gates.png
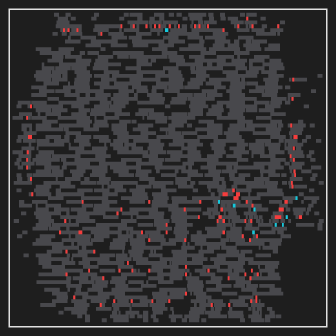
clock_nets.png
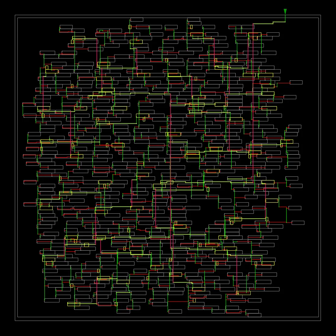
m1.png
Supply wires on this layer in gray.
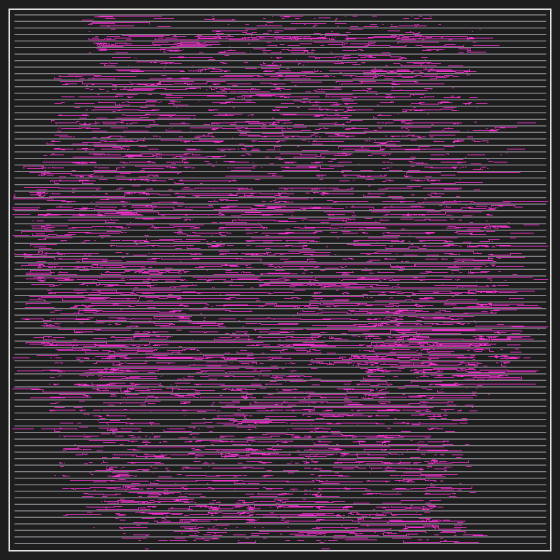
floorplan.png
Pins as bars on the die edge.
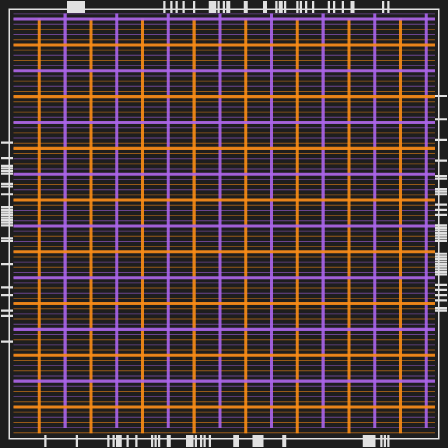
ff_map.png
Other sequential cells in the stronger gray, the rest of the logic in the fainter gray.
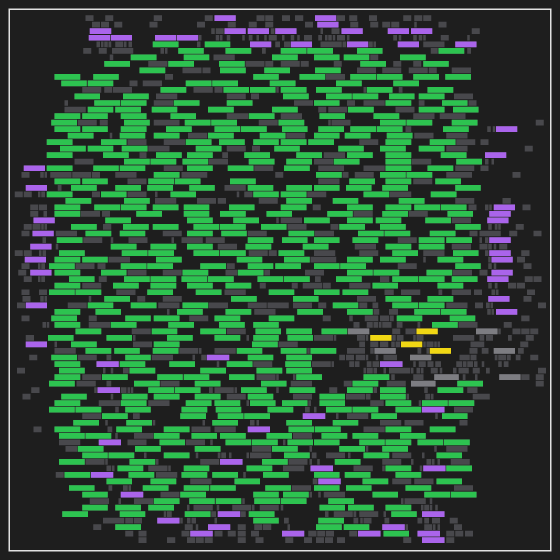
--- src/rtl/pcs_loopback_pkg.sv ---
// Shared types and constants for the PCS near-end loopback with elastic buffer.
package pcs_loopback_pkg;

   typedef enum logic [1:0] {
      ST_IDLE = 2'd0,
      ST_FILL = 2'd1,
      ST_RUN  = 2'd2
   } state_t;

   localparam logic [7:0] DEF_IDLE_BYTE = 8'h07;
   localparam int         IDLE_MAX_W    = 4096;

   // Idle byte replicated across the low `width` bits; callers cast to their width.
   function automatic logic [IDLE_MAX_W-1:0] idle_word(input int width, input logic [7:0] b);
      logic [IDLE_MAX_W-1:0] w;
      w = '0;
      for (int i = 0; i < IDLE_MAX_W / 8; i++) begin
         if (i * 8 < width) w[i*8 +: 8] = b;
      end
      return w;
   endfunction

endpackage

--- src/rtl/pcs_loopback_fifo.sv ---
// Synchronous elastic FIFO with wrap-bit pointers, async reset and synchronous flush.
module pcs_loopback_fifo
   import pcs_loopback_pkg::*;
#(
   parameter int W     = 64,
   parameter int DEPTH = 8
) (
   input  logic                     clk,
   input  logic                     reset,
   input  logic                     i_flush,
   input  logic                     i_wr,
   input  logic                     i_rd,
   input  logic [W-1:0]             i_data,
   output logic [W-1:0]             o_data,
   output logic                     o_full,
   output logic                     o_empty,
   output logic [$clog2(DEPTH):0]   o_lvl
);

   localparam int AW = $clog2(DEPTH);
   localparam logic [AW:0] DEPTH_L = (AW+1)'(DEPTH);

   logic [AW:0]  r_wptr;
   logic [AW:0]  r_rptr;
   logic [W-1:0] r_mem [DEPTH];

   always_ff @(posedge clk or posedge reset) begin
      if (reset) begin
         r_wptr <= '0;
         r_rptr <= '0;
      end else if (i_flush) begin
         r_wptr <= '0;
         r_rptr <= '0;
      end else begin
         if (i_wr) r_wptr <= r_wptr + 1'b1;
         if (i_rd) r_rptr <= r_rptr + 1'b1;
      end
   end

   // Storage carries no reset; only pointers define valid contents.
   always_ff @(posedge clk) begin
      if (i_wr && !i_flush) r_mem[r_wptr[AW-1:0]] <= i_data;
   end

   assign o_lvl   = r_wptr - r_rptr;
   assign o_full  = (o_lvl == DEPTH_L);
   assign o_empty = (r_wptr == r_rptr);
   assign o_data  = r_mem[r_rptr[AW-1:0]];

endmodule

--- src/rtl/pcs_loopback_elastic.sv ---
// Multi-lane PCS near-end loopback: buffers locked RX words, replays them on TX once primed.
module pcs_loopback_elastic
   import pcs_loopback_pkg::*;
#(
   parameter int         LANE_N    = 1,
   parameter int         DATA_W    = 64,
   parameter int         DEPTH     = 8,
   parameter int         FILL_TH   = 4,
   parameter logic [7:0] IDLE_BYTE = DEF_IDLE_BYTE
) (
   input  logic                       clk,
   input  logic                       reset,
   input  logic                       loop_en_i,
   input  logic                       clr_i,
   input  logic [LANE_N-1:0]          rx_locked_i,
   input  logic                       rx_valid_i,
   input  logic [LANE_N*DATA_W-1:0]   rx_par_data_i,
   input  logic                       tx_ready_i,
   output logic [LANE_N*DATA_W-1:0]   tx_par_data_o,
   output logic                       tx_loop_active_o,
   output logic [$clog2(DEPTH):0]     lvl_o,
   output logic                       ovf_o,
   output logic                       udf_o,
   output state_t                     dbg_state_o
);

   localparam int          W         = LANE_N * DATA_W;
   localparam int          AW        = $clog2(DEPTH);
   localparam logic [AW:0] FILL_LVL  = (AW+1)'(FILL_TH);
   localparam logic [W-1:0] IDLE_WORD = W'(idle_word(W, IDLE_BYTE));

   if (DEPTH < 2 || (DEPTH & (DEPTH - 1)) != 0) begin : g_bad_depth
      $fatal(1, "DEPTH must be a power of 2 and at least 2");
   end
   if (FILL_TH < 1 || FILL_TH > DEPTH) begin : g_bad_fill
      $fatal(1, "FILL_TH must lie in 1..DEPTH");
   end
   if (DATA_W < 8 || (DATA_W % 8) != 0 || W > IDLE_MAX_W) begin : g_bad_width
      $fatal(1, "DATA_W must be a non-zero multiple of 8 within the idle pattern range");
   end

   state_t       r_state;
   state_t       w_state_nxt;
   logic         w_go;
   logic         w_wr;
   logic         w_wr_acc;
   logic         w_rd;
   logic         w_udf_ev;
   logic         w_ovf_ev;
   logic         w_full;
   logic         w_empty;
   logic [AW:0]  w_lvl;
   logic [W-1:0] w_head;

   // Handshake: a write is offered when rx_valid_i is high while enabled and locked;
   // a read is taken when tx_ready_i is high in RUN with data present. A read frees a
   // slot in the same cycle, so a write against a full buffer is accepted if a read coincides.
   assign w_go     = (&rx_locked_i) & loop_en_i;
   assign w_wr     = rx_valid_i & w_go & (r_state != ST_IDLE);
   assign w_rd     = tx_ready_i & w_go & (r_state == ST_RUN) & ~w_empty;
   assign w_udf_ev = tx_ready_i & w_go & (r_state == ST_RUN) & w_empty;
   assign w_wr_acc = w_wr & (~w_full | w_rd);
   assign w_ovf_ev = w_wr & w_full & ~w_rd;

   pcs_loopback_fifo #(.W(W), .DEPTH(DEPTH)) u_fifo (
      .clk     (clk),
      .reset   (reset),
      .i_flush (~w_go),
      .i_wr    (w_wr_acc),
      .i_rd    (w_rd),
      .i_data  (rx_par_data_i),
      .o_data  (w_head),
      .o_full  (w_full),
      .o_empty (w_empty),
      .o_lvl   (w_lvl)
   );

   always_ff @(posedge clk or posedge reset) begin
      if (reset) r_state <= ST_IDLE;
      else       r_state <= w_state_nxt;
   end

   always_comb begin
      w_state_nxt = r_state;
      case (r_state)
         ST_IDLE: if (w_go) w_state_nxt = ST_FILL;
         ST_FILL: begin
            if (!w_go)                 w_state_nxt = ST_IDLE;
            else if (w_lvl >= FILL_LVL) w_state_nxt = ST_RUN;
         end
         ST_RUN: begin
            if (!w_go)         w_state_nxt = ST_IDLE;
            else if (w_udf_ev) w_state_nxt = ST_FILL;
         end
         default: w_state_nxt = ST_IDLE;
      endcase
   end

   // Losing go forces idle fill even without tx_ready_i so stale data never lingers.
   always_ff @(posedge clk or posedge reset) begin
      if (reset) begin
         tx_par_data_o <= IDLE_WORD;
         ovf_o         <= 1'b0;
         udf_o         <= 1'b0;
      end else begin
         if (w_rd)                       tx_par_data_o <= w_head;
         else if (tx_ready_i || !w_go)   tx_par_data_o <= IDLE_WORD;
         if (w_ovf_ev)   ovf_o <= 1'b1;
         else if (clr_i) ovf_o <= 1'b0;
         if (w_udf_ev)   udf_o <= 1'b1;
         else if (clr_i) udf_o <= 1'b0;
      end
   end

   assign tx_loop_active_o = (r_state == ST_RUN);
   assign lvl_o            = w_lvl;
   assign dbg_state_o      = r_state;

endmodule

--- config.mk ---
export PLATFORM = sky130hd
export DESIGN_NAME = pcs_loopback_elastic
export DESIGN_NICKNAME = d
export VERILOG_FILES = /design/src/rtl/pcs_loopback_pkg.sv /design/src/rtl/pcs_loopback_fifo.sv /design/src/rtl/pcs_loopback_elastic.sv
export SDC_FILE = /design/constraint.sdc
export NUM_CORES = 1
export LEC_CHECK = 0
export ABC_CLOCK_PERIOD_IN_PS = 20900
export CORE_MARGIN = 1.5
export CORE_UTILIZATION = 45
export DETAILED_ROUTE_END_ITERATION = 16
export SYNTH_ARGS = -nofsm -noshare
export SYNTH_HDL_FRONTEND = slang
export SYNTH_SLANG_ARGS = --single-unit
export TNS_END_PERCENT = 30
--- constraint.sdc ---
create_clock -name clk -period 20.9 [get_ports clk]
set_clock_uncertainty 0.05 [all_clocks]
set_input_delay 3.135 -clock clk [delete_from_list [all_inputs] [get_ports clk]]
set_output_delay 3.135 -clock clk [all_outputs]
set_load 0.05 [all_outputs]
==> results.yml <==
# implementation run metrics
power_and_ir_drop:
  p_int_mw: 1.884
  cellLeakagePower_nw: 8.648
  cellPowerDensity_nw_per_um2: 89.07
  netSwitchingPower_uw: 455.3
final_layout:
  inverters_excl_clock: 9
  n_fill_cell: 3837
  drive_gt1_frac: 0.2156
  layout.clock.cell_area_share: 0.07104
  non_clock_buffer_area_share: 0.06023
  area_dominant_class: "flip-flops and latches"
setup_path:
  timing.critical_path.max_delay_family: "buffers and inverters"
  path_class: "reg -> out"
  cp.buffers_inverters: 3
  beginning_of_the_critical_path: "u_fifo.r_rptr[2]$_DFFE_PP0P_"
  crit-reg2reg-launch: "u_fifo.r_rptr[2]$_DFFE_PP0P_"
  endpoint: "lvl_o[3]"
  slowest_stage: "clkdlybuf4s50_1"
  r2r-end: "u_fifo.r_mem[1][23]$_DFFE_PP_"
sta:
  slew_violations: 0
  hold_ws_ns: 0.4293
  final_min_period_over_clock_period: 0.3487
  finalSetupViolations: 0
  timing.fmax_ghz: 0.1372
  period_needed_ns: 7.288
  fin_setup_tns_ns: 0
clock_network:
  tritoncts_clock_tree: "done"
  clk_path_buf_depth: 3
placement:
  placement.io_buffers: 143
  post-dp-hpwl_um: 25860
floorplan:
  starting_utilization_of_the_core_area: 0.4544
  placementRows: 81
  chip_area_um2: 50660
synth:
  synthSimpleGateAreaFrac: 0.02892
  xor_area_frac: 0.002706
  fp_nets: 1145
  synth.area.mux_share: 0.1484
  synth.yosys.warnings: 0
  postSynthSeqShare: 0.7798
  synth_cell_type_count: 45
grt:
  grt_util_met3: 0.03194
  grtUsageMet1: 0.2622
  overflow: 0
  globalRoute.busiestLayer: "met2"
route:
  drcViolationCount: 0
  avgRoutedWirePerCell_um: 23.06
flow_run:
  warnings: 26
status:
  outcome: "complete, no violations"
## Picture notes: gates.png
| family | color | cells |
|---|---|---|
| nand cells | red | 107 |
| inv cells | cyan | 9 |
fraction of area in multi-input gates: 0.1763
number of standard cells in the final layout excluding fillers: 1949

## Picture notes: clock_nets.png
clock buf count: 72
clk ins delay skew pair: 0.61 ns
total clock sinks: 588
power in the clock group: 1.02 mW
number of buffers created by CTS: 58

## Picture notes: m1.png
main direction: horizontal
longest straight run: 77.3 µm
share of all routed wire: 45%
wire length on this layer: 20.0 mm
nets with wire on the layer: 1232
via count: 10491
DRT Wirelength: 44950 µm

## Picture notes: floorplan.png
| net | color |
|---|---|
| VDD | purple |
| VSS | orange |
met1 rails: 82
signal pins: 144
rows: 81
Core ar.: 48850 µm²
Horiz. Die Dim: 225.1 µm
die extent in y: 225.1 µm
Max rail drop VDD: 0.06547 mV

## Picture notes: ff_map.png
| signal | color | placed flops | where |
|---|---|---|---|
| `u_fifo.r_mem` | green | 512 | all over the die |
| `u_fifo.r_wptr` | yellow | 4 | middle right |
| `tx_par_data_o` | purple | 64 | all over the die |
not colored: 8
storage element area: 17310 µm²
power in sequential cells: 1.28 mW
Util after Layout: 0.5375
sequential cell area share: 0.6594

-- cell families after synthesis --
family | after synthesis
AND-OR/OR-AND | 81
XOR/XNOR | 6
adder cells (fa/ha/maj) | 6
buffers and inverters | 64
flip-flops | 588
multiplexers | 169
AND/OR/NAND/NOR | 154
-- synthesized netlist by cell type (2+ instances only) --
cell type | instances | area (µm²)
nand3_1 | 5 | 25.02
nand3b_1 | 2 | 15.01
nand2b_1 | 2 | 12.51
mux2i_1 | 41 | 410.4
buf_6 | 4 | 45.04
buf_1 | 5 | 18.77
clkbuf_1 | 18 | 67.56
o21ai_1 | 10 | 50.05
nor3_1 | 2 | 10.01
nand2_1 | 94 | 352.8
nor2_1 | 38 | 142.6
buf_4 | 8 | 60.06
nand3_2 | 2 | 20.02
inv_1 | 8 | 30.03
a31oi_1 | 24 | 150.1
dfstp_2 | 24 | 630.6
a21oi_1 | 5 | 25.02
mux4_2 | 128 | 2883
xnor2_1 | 3 | 26.28
buf_2 | 20 | 100.1
ha_1 | 5 | 62.56
o21ai_0 | 32 | 160.2
edfxtp_1 | 512 | 15370
nand4_1 | 2 | 12.51
xor2_1 | 2 | 17.52
dfrtp_1 | 52 | 1301
and3_1 | 2 | 12.51
-- stage by stage --
stage | setup WS (ns) | power, mW
detailed placement | 13.75 | 1.344
global route | 13.39 | 2.408
CTS | 13.55 | 2.364
global placement | 13.80 | 1.343
floorplan | 12.05 | 1.312
finish | 13.61 | 2.339
-- power groups by stage --
stage                     Combinational, mW  Clock (mW)  Sequential, mW
after floorplan                     0.00747           0            1.30
after global placement               0.0392           0            1.30
after detailed placement             0.0402           0            1.30
after CTS                            0.0403        1.04            1.28
after global routing                 0.0429        1.09            1.28
final                                0.0394        1.02            1.28
Power is estimated from default activity; no workload was simulated.
